File: config.mk
export PLATFORM = sky130hd
export DESIGN_NAME = core_regfile_sb
export DESIGN_NICKNAME = d
export VERILOG_FILES = /design/src/rtl/core_regfile_sb.sv
export SDC_FILE = /design/constraint.sdc
export NUM_CORES = 2
export LEC_CHECK = 0
export CORE_MARGIN = 1
export CORE_UTILIZATION = 50
export CTS_BUF_LIST = sky130_fd_sc_hd__clkbuf_4
export CTS_CLUSTER_DIAMETER = 80
export DETAILED_ROUTE_END_ITERATION = 10
export MAX_ROUTING_LAYER = met4
export PLACE_DENSITY = 0.72
export SLEW_MARGIN = 10
export SYNTH_ARGS = -nofsm -noshare
export SYNTH_HDL_FRONTEND = slang
export SYNTH_SLANG_ARGS = --single-unit
File: constraint.sdc
create_clock -name clk_i -period 3.7 [get_ports clk_i]
set_input_delay 0.925 -clock clk_i [delete_from_list [all_inputs] [get_ports clk_i]]
set_output_delay 0.925 -clock clk_i [all_outputs]
set_load 0.01 [all_outputs]
File: src/rtl/core_regfile_sb.sv
// core_regfile_sb: integer + FP register files with a per-register
// pending-write scoreboard, two registered read ports per file and the PC.
// Optional build macro: CORE_REGFILE_BYPASS_EN (same-edge write-to-read bypass).
module core_regfile_sb #(
  parameter int unsigned     XLEN     = 32,
  parameter int unsigned     NREG     = 32,
  parameter logic [XLEN-1:0] RESET_PC = '0
) (
  input  logic                     clk_i,
  input  logic                     rst_ni,
  // full-word write port
  input  logic                     we_i,
  input  logic                     wsel_i,
  input  logic [$clog2(NREG)-1:0]  waddr_i,
  input  logic [XLEN-1:0]          wdata_i,
  // byte input write (integer file only)
  input  logic                     ine_i,
  input  logic [7:0]               indata_i,
  // scoreboard set port
  input  logic                     busy_set_i,
  input  logic                     busy_sel_i,
  input  logic [$clog2(NREG)-1:0]  busy_addr_i,
  // read ports
  input  logic                     re_i,
  input  logic [$clog2(NREG)-1:0]  rs1addr_i,
  input  logic [$clog2(NREG)-1:0]  rs2addr_i,
  input  logic [$clog2(NREG)-1:0]  frs1addr_i,
  input  logic [$clog2(NREG)-1:0]  frs2addr_i,
  output logic [XLEN-1:0]          rs1_o,
  output logic [XLEN-1:0]          rs2_o,
  output logic [XLEN-1:0]          frs1_o,
  output logic [XLEN-1:0]          frs2_o,
  output logic                     rs1_busy_o,
  output logic                     rs2_busy_o,
  output logic                     frs1_busy_o,
  output logic                     frs2_busy_o,
  // program counter
  input  logic                     pc_we_i,
  input  logic [XLEN-1:0]          pc_wdata_i,
  output logic [XLEN-1:0]          pc_o
);

  localparam int unsigned AW = $clog2(NREG);

  // Replace the low byte of a word, keeping the upper bits.
  function automatic logic [XLEN-1:0] merge_byte(input logic [XLEN-1:0] word,
                                                 input logic [7:0]      b);
    logic [XLEN-1:0] r;
    r      = word;
    r[7:0] = b;
    return r;
  endfunction

  logic [XLEN-1:0] int_q [NREG];
  logic [XLEN-1:0] int_d [NREG];
  logic [XLEN-1:0] fp_q  [NREG];
  logic [XLEN-1:0] fp_d  [NREG];
  logic [NREG-1:0] int_busy_q, int_busy_d;
  logic [NREG-1:0] fp_busy_q,  fp_busy_d;

  logic [XLEN-1:0] int_src_s [NREG];
  logic [XLEN-1:0] fp_src_s  [NREG];
  logic [NREG-1:0] int_bsrc_s, fp_bsrc_s;

  logic [XLEN-1:0] rs1_q, rs2_q, frs1_q, frs2_q;
  logic [XLEN-1:0] rs1_d, rs2_d, frs1_d, frs2_d;
  logic            rs1_busy_q, rs2_busy_q, frs1_busy_q, frs2_busy_q;
  logic            rs1_busy_d, rs2_busy_d, frs1_busy_d, frs2_busy_d;
  logic [XLEN-1:0] pc_q;

  // Next state of both files and scoreboards; byte input beats full-word write,
  // and a new busy set beats the clear from a committing write.
  always_comb begin
    logic int_ine_hit, int_we_hit, int_set, fp_we_hit, fp_set;
    int_d      = int_q;
    fp_d       = fp_q;
    int_busy_d = int_busy_q;
    fp_busy_d  = fp_busy_q;
    for (int i = 0; i < int'(NREG); i++) begin
      int_ine_hit = ine_i && (waddr_i == AW'(i));
      int_we_hit  = we_i && !wsel_i && (waddr_i == AW'(i));
      int_set     = busy_set_i && !busy_sel_i && (busy_addr_i == AW'(i));
      fp_we_hit   = we_i && wsel_i && (waddr_i == AW'(i));
      fp_set      = busy_set_i && busy_sel_i && (busy_addr_i == AW'(i));

      if (i == 0) begin
        int_d[i]      = '0;
        int_busy_d[i] = 1'b0;
      end else if (int_ine_hit) begin
        int_d[i]      = merge_byte(int_q[i], indata_i);
        int_busy_d[i] = 1'b1;
        int_busy_d[i] = int_set;
      end else if (int_we_hit) begin
        int_d[i]      = wdata_i;
        int_busy_d[i] = int_set;
      end else begin
        int_d[i]      = int_q[i];
        int_busy_d[i] = int_set | int_busy_q[i];
      end

      if (fp_we_hit) begin
        fp_d[i]      = wdata_i;
        fp_busy_d[i] = fp_set;
      end else begin
        fp_d[i]      = fp_q[i];
        fp_busy_d[i] = fp_set | fp_busy_q[i];
      end
    end
  end

  // Select what a read at this edge observes: committed state or post-edge state.
  always_comb begin
`ifdef CORE_REGFILE_BYPASS_EN
    int_src_s  = int_d;
    fp_src_s   = fp_d;
    int_bsrc_s = int_busy_d;
    fp_bsrc_s  = fp_busy_d;
`else
    int_src_s  = int_q;
    fp_src_s   = fp_q;
    int_bsrc_s = int_busy_q;
    fp_bsrc_s  = fp_busy_q;
`endif
  end

  // Read-port next values; integer x0 is forced to zero and never busy.
  always_comb begin
    if (rs1addr_i == '0) begin
      rs1_d      = '0;
      rs1_busy_d = 1'b0;
    end else begin
      rs1_d      = int_src_s[rs1addr_i];
      rs1_busy_d = int_bsrc_s[rs1addr_i];
    end
    if (rs2addr_i == '0) begin
      rs2_d      = '0;
      rs2_busy_d = 1'b0;
    end else begin
      rs2_d      = int_src_s[rs2addr_i];
      rs2_busy_d = int_bsrc_s[rs2addr_i];
    end
    frs1_d      = fp_src_s[frs1addr_i];
    frs1_busy_d = fp_bsrc_s[frs1addr_i];
    frs2_d      = fp_src_s[frs2addr_i];
    frs2_busy_d = fp_bsrc_s[frs2addr_i];
  end

  // Register files and scoreboards; reset clears everything, dropping any same-edge update.
  always_ff @(posedge clk_i or negedge rst_ni) begin
    if (!rst_ni) begin
      for (int i = 0; i < int'(NREG); i++) begin
        int_q[i] <= '0;
        fp_q[i]  <= '0;
      end
      int_busy_q <= '0;
      fp_busy_q  <= '0;
    end else begin
      int_q      <= int_d;
      fp_q       <= fp_d;
      int_busy_q <= int_busy_d;
      fp_busy_q  <= fp_busy_d;
    end
  end

  // Registered read outputs; RE low holds all eight outputs.
  always_ff @(posedge clk_i or negedge rst_ni) begin
    if (!rst_ni) begin
      rs1_q       <= '0;
      rs2_q       <= '0;
      frs1_q      <= '0;
      frs2_q      <= '0;
      rs1_busy_q  <= 1'b0;
      rs2_busy_q  <= 1'b0;
      frs1_busy_q <= 1'b0;
      frs2_busy_q <= 1'b0;
    end else if (re_i) begin
      rs1_q       <= rs1_d;
      rs2_q       <= rs2_d;
      frs1_q      <= frs1_d;
      frs2_q      <= frs2_d;
      rs1_busy_q  <= rs1_busy_d;
      rs2_busy_q  <= rs2_busy_d;
      frs1_busy_q <= frs1_busy_d;
      frs2_busy_q <= frs2_busy_d;
    end else begin
      rs1_q       <= rs1_q;
      rs2_q       <= rs2_q;
      frs1_q      <= frs1_q;
      frs2_q      <= frs2_q;
      rs1_busy_q  <= rs1_busy_q;
      rs2_busy_q  <= rs2_busy_q;
      frs1_busy_q <= frs1_busy_q;
      frs2_busy_q <= frs2_busy_q;
    end
  end

  // Program counter.
  always_ff @(posedge clk_i or negedge rst_ni) begin
    if (!rst_ni) begin
      pc_q <= RESET_PC;
    end else if (pc_we_i) begin
      pc_q <= pc_wdata_i;
    end else begin
      pc_q <= pc_q;
    end
  end

  assign rs1_o       = rs1_q;
  assign rs2_o       = rs2_q;
  assign frs1_o      = frs1_q;
  assign frs2_o      = frs2_q;
  assign rs1_busy_o  = rs1_busy_q;
  assign rs2_busy_o  = rs2_busy_q;
  assign frs1_busy_o = frs1_busy_q;
  assign frs2_busy_o = frs2_busy_q;
  assign pc_o        = pc_q;

endmodule

==> impl_metrics.json <==
{
  "status": "completed",
  "grt_max_degree": 133,
  "largest_cells_by_area": "sky130_fd_sc_hd__dfrtp_1 47%, sky130_fd_sc_hd__mux2_2 17%, sky130_fd_sc_hd__mux2i_1 10%",
  "timing.critical_path.cells": "clkdlybuf4s50_1",
  "p_comb_uw": 10300,
  "floorplan.core_util_pct": 50.25,
  "max_cap_viol_count": 0,
  "slew_headroom_pct": 11.19,
  "core_region_area_um2": 237600,
  "post_synth.cell_area_avg_um2": 13.06,
  "synth_area_um2": 119400,
  "layout_top_cells_excl_fill_tap": "2,243 x sky130_fd_sc_hd__dfrtp_1, 1,801 x sky130_fd_sc_hd__mux2_2, 1,190 x sky130_fd_sc_hd__mux2i_1",
  "tool_warnings": 37,
  "final_layout_size_suffix_gt1_share_pct": 38.70,
  "ir_drop_mv": 0.3088,
  "cp-end-kind": "output port",
  "most_common_cell": "sky130_fd_sc_hd__dfrtp_1",
  "number_of_global_route_vias_before_repair": 92764,
  "drt_iter0_drc": 10018,
  "comb_area_um2": 59430,
  "tritoncts_num_sinks": 2243,
  "clk_root_buffer_cell": "sky130_fd_sc_hd__clkbuf_4",
  "top_layer_used": "met4",
  "ys.flop_type": "sky130_fd_sc_hd__dfrtp_1",
  "finalClockPeriodUsage_pct": 96.71,
  "switching_power_uw": 18010,
  "path_max_fanout": 2,
  "setup.worst_path.class": "register to output port",
  "power.leakage_uw": 0.06274,
  "n_fill_cell": 18864,
  "design_area_um2": 136400,
  "clk_transition_reported_paths_ns": 0.06,
  "drc": 0,
  "num-clock-buffers": 874,
  "layout.area.top_class": "logic gates",
  "power_switching_share_pct": 29.11,
  "combinational_cell_fraction_of_total_power_pct": 16.7,
  "gr-max-usage-layer": "met2",
  "clk_path_buf_depth": 4,
  "synth-cells-yosys": 9141,
  "grtUsageMet1_pct": 43.32,
  "seqCellArea_um2": 56130,
  "cts_tree": "done",
  "biggestRegsByFlops": "fp_q: 1024 flops, int_q: 992 flops",
  "fp_nets": 9252,
  "routed_wirelength_normalized_by_instance_count_um": 30.00,
  "seq_area_share_pct": 41.16,
  "yosysTopAreaCell": "sky130_fd_sc_hd__dfrtp_1",
  "top_register": "fp_q",
  "post_synth_most_frequent_cells": "2,243 x sky130_fd_sc_hd__dfrtp_1, 1,801 x sky130_fd_sc_hd__mux2_2, 1,190 x sky130_fd_sc_hd__mux2i_1",
  "numPortBuffers": 274,
  "chipArea_um2": 240800,
  "timing.final.crit_period_ns": 3.578,
  "postLayoutSetupSlackWorst_ns": 0.1219,
  "crit_arrival_ns": 2.65,
  "cts_setup_buffers": 0,
  "hold_violations": 0,
  "ctsHtreeMaxLevel": 6,
  "worstHoldPathType": "input pin to register",
  "route.layer.met1.wl_um": 153900,
  "global_route_wire_length_before_repair_um": 592600,
  "grt_setup_unrepaired": "no",
  "finalMaxSlewViolations": 0,
  "first_pass_iters": 7,
  "antenna_cells_inserted": 29,
  "num_io_pins": 275,
  "combAreaFraction_pct": 43.58,
  "clkPwrFrac_pct": 35.9,
  "synth.ff_latch_count": 2243,
  "dp_worst_setup_slack_ns": 0.03019,
  "worstPathBufferInverterCount": 1,
  "drt.antenna.violating_nets": 0,
  "met3_usage_pct": 7.985,
  "cells_resized_by_post_cts_repair": 0,
  "clkCellAreaFrac_pct": 5.465,
  "share_of_the_yosys_chip_area_belonging_to_registers_pct": 47.01,
  "n_all_inverters": 2,
  "post-synth-top-area-fraction_pct": 47.01,
  "die_width_um": 490.7,
  "synthArstFlopShare_pct": 100.0,
  "buffers_excl_clock": 816,
  "tapcell_cnt": 3167,
  "hpwl_um": 232600,
  "layout.cells.most_common": "sky130_fd_sc_hd__dfrtp_1",
  "postLayoutCoreUtil_pct": 57.39,
  "signal_buffer_area_fraction_pct": 6.826,
  "setup_total_negative_slack_ns": 0,
  "routed_via_density": 6.819,
  "finalNonFillerCells": 13157,
  "seq_power_uw": 29300,
  "largest_register_ff_count": 1024,
  "place_area_um2": 128400,
  "route.met2.wl_um": 179200,
  "power_density_over_the_cells_nw_per_um2": 453.6,
  "final_number_of_setup_violating_endpoints": 0,
  "area_growth_pct": 14.22,
  "synth_cell_type_count": 40,
  "crit_path_max_incr_delay_ns": 0.63,
  "crit_slowest_cell": "sky130_fd_sc_hd__clkdlybuf4s50_1",
  "grt_util_all_layers_pct": 33.41,
  "hold_ws_ns": 0.02691,
  "chipHeight_um": 490.7,
  "worst-endpoint-required_ns": 2.77,
  "routed-wl-met3_um": 42330,
  "postCtsHoldBufs": 35,
  "edff_count_synth": 0,
  "ys_warn_count": 0,
  "cell_internal_pwr_uw": 43850,
  "power_top_consumer": "sequential cells",
  "tightest_slew_ns": 1.332,
  "nNetsFinal": 9660,
  "pwr-share-seq_pct": 47.4,
  "globalRoute.totalOverflow": 0,
  "grt_antenna_before_repair": 23,
  "comb_cells": 5866,
  "number_of_cell_rows": 179,
  "postSynthCellCount": 9141,
  "critical_path.startpoint_type": "register",
  "total_power_uw": 61850,
  "dp.cells": 12056,
  "met2_usage_grt_pct": 49.44,
  "numCtsBuffers": 620,
  "max_fclk_mhz": 279.5,
  "gp_congestion": 0.9300,
  "crit_family": "buffers and inverters",
  "synth_chip_area_um2": 119400
}
path summary, 6_finish.rpt:
check	start	endpoint	slack (ns)	depth (start not counted)
max reg2reg	int_q[69]	rs1_o[5]	1.66	3
min reg2reg	frs1_o[24]	frs1_o[24]	0.48	2
min in group asynchronous	rst_ni	int_q[895]	0.13	2
min	wdata_i[12]	int_q[396]	0.03	2
max in group asynchronous	rst_ni	fp_q[857]	2.30	3
max	frs1_o[31]	frs1_o[31]	0.12	1
cells by family after synthesis:
| kind of cell | after synthesis | share of synthesized area, % |
|---|---|---|
| muxes | 3484 | 36.26 |
| DFF | 2243 | 47.01 |
| AOI/OAI and AO/OA | 1763 | 10.96 |
| buffers and inverters | 1032 | 3.631 |
| and+or+nand+nor | 619 | 2.138 |
**M2 wires**

Scale bar: 100 um.
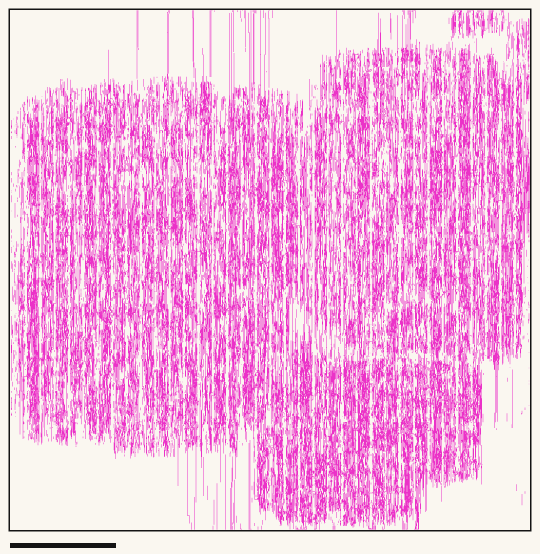
8,786 nets have wire on it. The layer holds 45% of the routed length. The layer carries 179 mm of wire.

**Signal wires by layer**

Scale bar: 100 um. Only two layers are drawn.
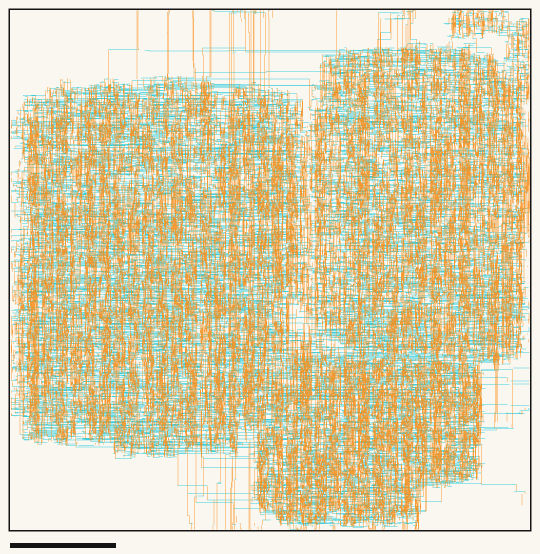
M2: drawn in orange, wire length 179 mm. M1: drawn in cyan, wire length 154 mm.

**The metal 3 layer**

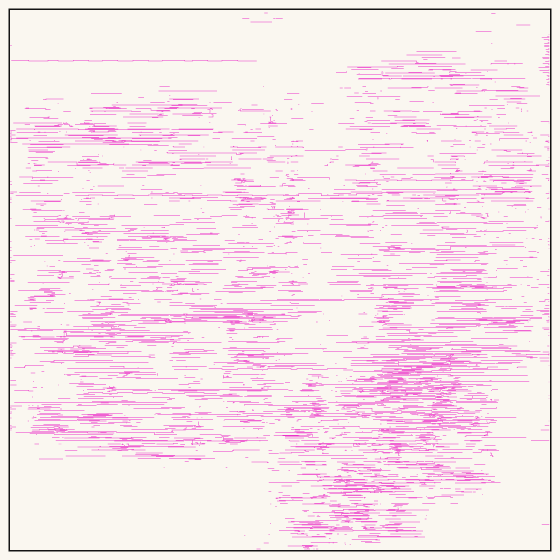
1,150 nets have wire on it. The wires run mostly horizontal. The longest straight run is 139 um.
vias post-DR: 89,715
Total Wirelength: 394,700 um

**Clock routing**

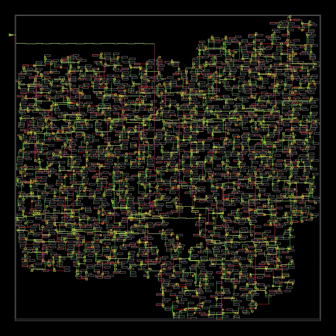
worst clock skew: 0.08926 ns
insertion delay at the late pin of the worst-skew pair: 1.50 ns
Flops: 2,243
clock group power: 22,200 uW

Power figures rest on the tool's default switching activity, not on a simulated workload.
